## config.mk

```make
export PLATFORM = sky130hd
export DESIGN_NAME = tpu_seq_ctrl_flat
export DESIGN_NICKNAME = d
export VERILOG_FILES = /design/src/rtl/tpu_seq_ctrl_if.sv /design/src/rtl/tpu_seq_ctrl.sv /design/src/flat_wrapper.sv
export SDC_FILE = /design/constraint.sdc
export NUM_CORES = 1
export LEC_CHECK = 0
export CORE_UTILIZATION = 43
export DETAILED_ROUTE_END_ITERATION = 12
export GPL_ROUTABILITY_DRIVEN = 0
export PLACE_DENSITY = 0.83
export SETUP_SLACK_MARGIN = 0.02
export SLEW_MARGIN = 20
export SYNTH_ARGS = -nofsm -noshare
export SYNTH_HDL_FRONTEND = slang
export SYNTH_SLANG_ARGS = --single-unit
```

## constraint.sdc

```tcl
create_clock -name clk -period 5 [get_ports clk]
set_clock_uncertainty 0.15 [all_clocks]
set_input_delay 0.5 -clock clk [delete_from_list [all_inputs] [get_ports clk]]
set_output_delay 0.5 -clock clk [all_outputs]
set_load 0.02 [all_outputs]
```

## src/rtl/tpu_seq_ctrl_if.sv

```systemverilog
// Host command bus and datapath control pins of the TPU sequencer.
// The host (master) drives the command fields; the sequencer (slave) drives everything else.
interface tpu_seq_ctrl_if #(
  parameter int DIM   = 8,
  parameter int ADDRW = 16
);
  localparam int RW = $clog2(DIM);

  logic             cmd_valid;
  logic             cmd_ready;
  logic             cmd_rw;
  logic [ADDRW-1:0] cmd_addr;

  logic             memA_wren;
  logic [RW-1:0]    memA_row;
  logic             memA_en;
  logic             memB_en;
  logic             sa_en;
  logic             sa_wren;
  logic [RW-1:0]    sa_crow;
  logic             c_half;

  logic             rsp_valid;
  logic [1:0]       rsp_src;
  logic             busy;
  logic             done_pulse;
  logic             done_sticky;
  logic             err_pulse;

  modport master (
    output cmd_valid, cmd_rw, cmd_addr,
    input  cmd_ready,
    input  memA_wren, memA_row, memA_en, memB_en, sa_en, sa_wren, sa_crow, c_half,
    input  rsp_valid, rsp_src, busy, done_pulse, done_sticky, err_pulse
  );

  modport slave (
    input  cmd_valid, cmd_rw, cmd_addr,
    output cmd_ready,
    output memA_wren, memA_row, memA_en, memB_en, sa_en, sa_wren, sa_crow, c_half,
    output rsp_valid, rsp_src, busy, done_pulse, done_sticky, err_pulse
  );
endinterface

```

## src/rtl/tpu_seq_ctrl.sv

```systemverilog
// TPU command sequencer: decodes host accesses into datapath strobes and runs the
// counted matmul compute phase, reporting completion via pulse and sticky flag.
module tpu_seq_ctrl #(
  parameter int DIM            = 8,
  parameter int ADDRW          = 16,
  parameter int COMPUTE_CYCLES = 3*DIM-2,
  parameter int CNTW           = $clog2(COMPUTE_CYCLES+1)
) (
  input  logic          clk,
  input  logic          rst,
  tpu_seq_ctrl_if.slave bus
);

  localparam int RW = $clog2(DIM);
  localparam logic [CNTW-1:0] CNT_LOAD = CNTW'(COMPUTE_CYCLES);
  localparam logic [CNTW-1:0] CNT_ONE  = CNTW'(1);

  // Legal regions per direction: writes to 1..4, reads of 3 and 5.
  localparam logic [15:0] WR_OK_MASK = 16'h001E;
  localparam logic [15:0] RD_OK_MASK = 16'h0028;

  typedef enum logic [1:0] {
    S_IDLE    = 2'd0,
    S_COMPUTE = 2'd1,
    S_DONE    = 2'd2
  } state_t;

  state_t          state_reg, state_next;
  logic [CNTW-1:0] cnt_reg, cnt_next;
  logic            rsp_valid_reg;
  logic [1:0]      rsp_src_reg;
  logic [RW-1:0]   crow_reg;
  logic            half_reg;
  logic            sticky_reg, sticky_next;

  logic            cmd_ready_c;
  logic            accept;
  logic [15:0]     region_hit;
  logic            wr_ok, rd_ok;
  logic            wr_a, wr_b, wr_c, rd_c, start_cmd, rd_st, cmd_err;
  logic            busy_c, run_en, done_c;
  logic [RW-1:0]   addr_row_a;
  logic [RW-1:0]   addr_row_c;
  logic            addr_half;
  logic            unused_addr;

  // Command acceptance depends only on the registered state, never on the command.
  assign cmd_ready_c = (state_reg == S_IDLE);
  assign accept      = bus.cmd_valid & cmd_ready_c;

  for (genvar gi = 0; gi < 16; gi++) begin : g_region
    assign region_hit[gi] = (bus.cmd_addr[11:8] == 4'(gi));
  end

  assign wr_ok = |(region_hit & WR_OK_MASK);
  assign rd_ok = |(region_hit & RD_OK_MASK);

  assign wr_a      = accept &  bus.cmd_rw & region_hit[1];
  assign wr_b      = accept &  bus.cmd_rw & region_hit[2];
  assign wr_c      = accept &  bus.cmd_rw & region_hit[3];
  assign start_cmd = accept &  bus.cmd_rw & region_hit[4];
  assign rd_c      = accept & ~bus.cmd_rw & region_hit[3];
  assign rd_st     = accept & ~bus.cmd_rw & region_hit[5];
  assign cmd_err   = accept & ~(bus.cmd_rw ? wr_ok : rd_ok);

  assign addr_row_a = bus.cmd_addr[3 +: RW];
  assign addr_row_c = bus.cmd_addr[4 +: RW];
  assign addr_half  = bus.cmd_addr[3];
  assign unused_addr = ^{bus.cmd_addr[ADDRW-1:12], bus.cmd_addr[7], bus.cmd_addr[2:0]};

  always_comb begin
    state_next = state_reg;
    cnt_next   = cnt_reg;
    busy_c     = 1'b0;
    run_en     = 1'b0;
    done_c     = 1'b0;
    case (state_reg)
      S_IDLE: begin
        if (start_cmd) begin
          state_next = S_COMPUTE;
          cnt_next   = CNT_LOAD;
        end
      end
      S_COMPUTE: begin
        busy_c   = 1'b1;
        run_en   = 1'b1;
        cnt_next = cnt_reg - CNT_ONE;
        if (cnt_reg == CNT_ONE) begin
          state_next = S_DONE;
        end
      end
      S_DONE: begin
        done_c     = 1'b1;
        state_next = S_IDLE;
      end
      default: begin
        state_next = S_IDLE;
      end
    endcase
  end

  // A completion arriving together with a status read keeps the flag set.
  always_comb begin
    sticky_next = sticky_reg;
    if (done_c) begin
      sticky_next = 1'b1;
    end else if (rd_st) begin
      sticky_next = 1'b0;
    end
  end

  always_ff @(posedge clk or posedge rst) begin
    if (rst) begin
      state_reg     <= S_IDLE;
      cnt_reg       <= '0;
      rsp_valid_reg <= 1'b0;
      rsp_src_reg   <= 2'd0;
      crow_reg      <= '0;
      half_reg      <= 1'b0;
      sticky_reg    <= 1'b0;
    end else begin
      state_reg     <= state_next;
      cnt_reg       <= cnt_next;
      rsp_valid_reg <= rd_c | rd_st;
      rsp_src_reg   <= rd_st ? 2'd2 : (rd_c ? {1'b0, addr_half} : 2'd0);
      crow_reg      <= rd_c ? addr_row_c : '0;
      half_reg      <= rd_c & addr_half;
      sticky_reg    <= sticky_next;
    end
  end

  assign bus.cmd_ready   = cmd_ready_c;
  assign bus.memA_wren   = wr_a;
  assign bus.memA_row    = wr_a ? addr_row_a : '0;
  assign bus.memA_en     = run_en;
  assign bus.memB_en     = run_en | wr_b;
  assign bus.sa_en       = run_en;
  assign bus.sa_wren     = wr_c;
  // A new C access takes the row select; otherwise a pending C read keeps its row.
  assign bus.sa_crow     = (wr_c | rd_c) ? addr_row_c : crow_reg;
  assign bus.c_half      = (wr_c | rd_c) ? addr_half  : half_reg;
  assign bus.rsp_valid   = rsp_valid_reg;
  assign bus.rsp_src     = rsp_src_reg;
  assign bus.busy        = busy_c;
  assign bus.done_pulse  = done_c;
  assign bus.done_sticky = sticky_reg;
  assign bus.err_pulse   = cmd_err;

endmodule

```

## src/flat_wrapper.sv

```systemverilog
// flat-port wrapper written by rule: the top's interface ports become plain ports
module tpu_seq_ctrl_flat 
#(
  parameter int DIM            = 8,
  parameter int ADDRW          = 16,
  parameter int COMPUTE_CYCLES = 3*DIM-2,
  parameter int CNTW           = $clog2(COMPUTE_CYCLES+1)
)
  (clk, rst, bus_cmd_valid, bus_cmd_rw, bus_cmd_addr, bus_cmd_ready, bus_memA_wren, bus_memA_row, bus_memA_en, bus_memB_en, bus_sa_en, bus_sa_wren, bus_sa_crow, bus_c_half, bus_rsp_valid, bus_rsp_src, bus_busy, bus_done_pulse, bus_done_sticky, bus_err_pulse);
  tpu_seq_ctrl_if #(.DIM(DIM), .ADDRW(ADDRW)) bus_i ();
  input  logic clk;
  input  logic rst;
  input wire logic [$bits(bus_i.cmd_valid)-1:0] bus_cmd_valid;
  input wire logic [$bits(bus_i.cmd_rw)-1:0] bus_cmd_rw;
  input wire logic [$bits(bus_i.cmd_addr)-1:0] bus_cmd_addr;
  output wire logic [$bits(bus_i.cmd_ready)-1:0] bus_cmd_ready;
  output wire logic [$bits(bus_i.memA_wren)-1:0] bus_memA_wren;
  output wire logic [$bits(bus_i.memA_row)-1:0] bus_memA_row;
  output wire logic [$bits(bus_i.memA_en)-1:0] bus_memA_en;
  output wire logic [$bits(bus_i.memB_en)-1:0] bus_memB_en;
  output wire logic [$bits(bus_i.sa_en)-1:0] bus_sa_en;
  output wire logic [$bits(bus_i.sa_wren)-1:0] bus_sa_wren;
  output wire logic [$bits(bus_i.sa_crow)-1:0] bus_sa_crow;
  output wire logic [$bits(bus_i.c_half)-1:0] bus_c_half;
  output wire logic [$bits(bus_i.rsp_valid)-1:0] bus_rsp_valid;
  output wire logic [$bits(bus_i.rsp_src)-1:0] bus_rsp_src;
  output wire logic [$bits(bus_i.busy)-1:0] bus_busy;
  output wire logic [$bits(bus_i.done_pulse)-1:0] bus_done_pulse;
  output wire logic [$bits(bus_i.done_sticky)-1:0] bus_done_sticky;
  output wire logic [$bits(bus_i.err_pulse)-1:0] bus_err_pulse;
  assign bus_i.cmd_valid = bus_cmd_valid;
  assign bus_i.cmd_rw = bus_cmd_rw;
  assign bus_i.cmd_addr = bus_cmd_addr;
  assign bus_cmd_ready = bus_i.cmd_ready;
  assign bus_memA_wren = bus_i.memA_wren;
  assign bus_memA_row = bus_i.memA_row;
  assign bus_memA_en = bus_i.memA_en;
  assign bus_memB_en = bus_i.memB_en;
  assign bus_sa_en = bus_i.sa_en;
  assign bus_sa_wren = bus_i.sa_wren;
  assign bus_sa_crow = bus_i.sa_crow;
  assign bus_c_half = bus_i.c_half;
  assign bus_rsp_valid = bus_i.rsp_valid;
  assign bus_rsp_src = bus_i.rsp_src;
  assign bus_busy = bus_i.busy;
  assign bus_done_pulse = bus_i.done_pulse;
  assign bus_done_sticky = bus_i.done_sticky;
  assign bus_err_pulse = bus_i.err_pulse;
  tpu_seq_ctrl #(.DIM(DIM), .ADDRW(ADDRW), .COMPUTE_CYCLES(COMPUTE_CYCLES), .CNTW(CNTW)) u_core (.clk(clk), .rst(rst), .bus(bus_i));
endmodule
```

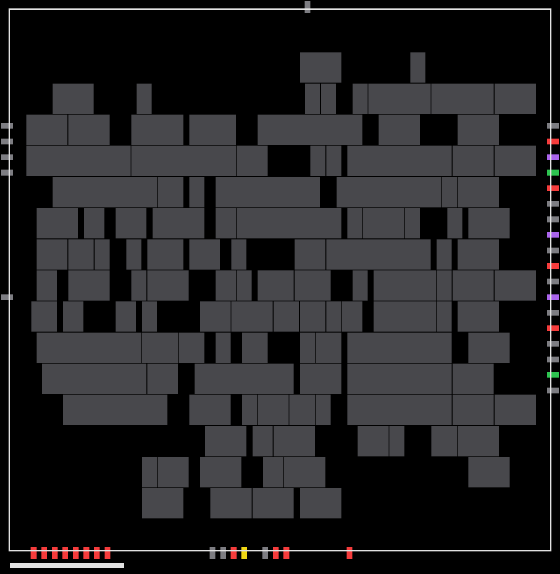
(images/pins.png)
Scale bar: 10 um. Pins as bars across the die edge, other pins in gray.
color	port	pins	direction	edge
purple	`bus_sa_crow`	3	output	right
red	`bus_cmd_addr`	16	input	12 bottom, 4 right
yellow	`bus_done_pulse`	1	output	bottom
green	`bus_rsp_src`	2	output	right
all pins by edge	18 right, 16 bottom, 5 left, 1 top

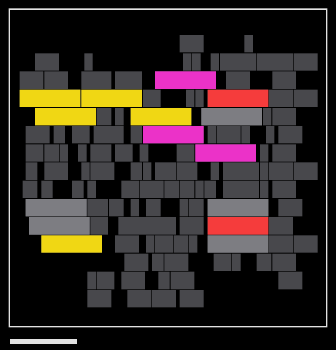
(images/registers.png)
Scale bar: 10 um. Other sequential cells in the stronger gray, the rest of the logic in the fainter gray.
color	netlist name	placed flops
yellow	`u_core.cnt_reg`	5
magenta	`u_core.crow_reg`	3
red	`u_core.bus.rsp_src`	2

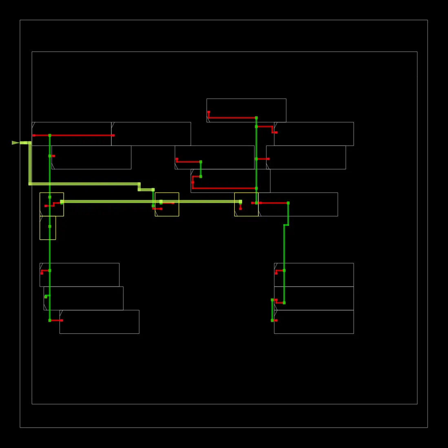
(images/final_clocks.png)
clk sinks: 15
Clock Buffer Count: 3
Worst-Skew Late Latency: 0.28 ns

==> results.sh <==
# implementation run metrics
export IMPL_flops=15
export IMPL_routed_via_density=5.01
export IMPL_async_flop_share_pct=100
export IMPL_grt_pass1_wl_um=3060
export IMPL_die_y_um=47.2
export IMPL_place_inst=142
export IMPL_worst_slew_pin_slew_ns=0.537
export IMPL_io_pins=40
export IMPL_cp_end_kind="primary output"
export IMPL_top_logic_kind="simple AND/OR/NAND/NOR gates"
export IMPL_seq_area_sq_um=375
export IMPL_die_area_sq_um=2230
export IMPL_status="complete, no violations"
export IMPL_mostFrequentLayoutCell="clkdlybuf4s50_1"
export IMPL_dp_slack_ns=1.71
export IMPL_nWellTaps=25
export IMPL_fin_area_sq_um=1210
export IMPL_start_kind="input port"
export IMPL_drtPass1Iterations=4
export IMPL_min_period_over_period_pct=65.3
export IMPL_cp_buffers_inverters=2
export IMPL_path_max_fanout=8
export IMPL_ys_area_sq_um=878
export IMPL_cap_viol_max_count=0
export IMPL_adder_share_pct=2.85
export IMPL_grt_start_max_net_pins=16
export IMPL_reg2reg_slack_ns=3.29
export IMPL_path_delay_family="buffers and inverters"
export IMPL_htree_num_levels=1
export IMPL_final_antenna_net_count=0
export IMPL_yosys_area_share_aoi_pct=9.26
export IMPL_comb_area_sq_um=424
export IMPL_inv_count=12
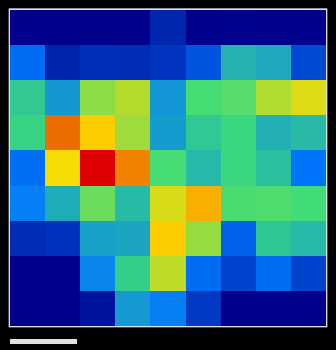
(images/wire_density.png)
Scale bar: 10 um. 9 x 9 tiles, from dark blue (low) to red (high), scaled to the fullest tile. Values are wire area over tile area, all layers added.
nearly empty tiles	19%
emptiest ninth of the die	bottom left
mean over tiles	0.12
tiles over half the peak	27%
fullest tile	0.37
Total Routing Usage GR: 19.6%
via count: 731
drt total wl: 1750 um
wire per inst: 12.0 um

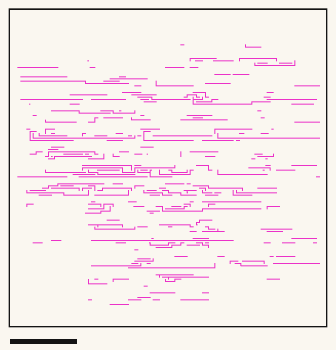
(images/met1.png)
Scale bar: 10 um.
longest straight run	21.2 um
share of all routed wire	44%

-- routing by layer --
layer | up-vias | track usage (%) | share of wire, %
met2 | 26 | 36.4 | 50
met1 | 338 | 22.9 | 44
met4 | 0 | 1.71 | 0
met3 | 0 | 6.15 | 5.5
li1 | 367 | - | -
met5 | - | 0 | 0
-- synth_stat cells (2+ instances only) --
library cell | instances | area [sq um]
nand4b_1 | 2 | 17.5
inv_1 | 11 | 41.3
nor2b_1 | 2 | 12.5
o21ai_0 | 2 | 10.0
buf_4 | 2 | 15.0
ha_1 | 2 | 25.0
and3_1 | 2 | 12.5
nand2_1 | 3 | 11.3
mux2_4 | 4 | 60.1
nor2_1 | 14 | 52.6
and2_1 | 2 | 12.5
a21oi_1 | 3 | 15.0
clkbuf_1 | 2 | 7.51
dfrtp_1 | 15 | 375
nor3_1 | 3 | 15.0
-- power breakdown --
group          internal [uW]  leakage [uW]  switching [uW]
sequential               147      0.000192            26.8
clock                   29.6     0.0000177            35.7
combinational           99.2      0.000351             107
-- worst paths after layout --
| kind | startpoint | to | cells past startpoint |
|---|---|---|---|
| min in group asynchronous | rst | u_core.crow_reg[2] | 2 |
| max in group asynchronous | rst | u_core.state_reg[1] | 2 |
| worst min register to register | u_core.bus.done_sticky | u_core.bus.done_sticky | 2 |
| worst max-delay path | bus_cmd_valid | bus_c_half | 5 |
| worst max register to register | u_core.state_reg[0] | u_core.cnt_reg[3] | 3 |
| worst min-delay path | u_core.bus.done_sticky | u_core.bus.done_sticky | 2 |
-- worst reg2reg max path, delay by kind of cell (launching register included) --
kind	cells	cell delay [ns]
simple gates	2	0.65
flops	1	0.45
compound gates	1	0.35
No activity file was given, so power comes from the tool's default toggle rates.
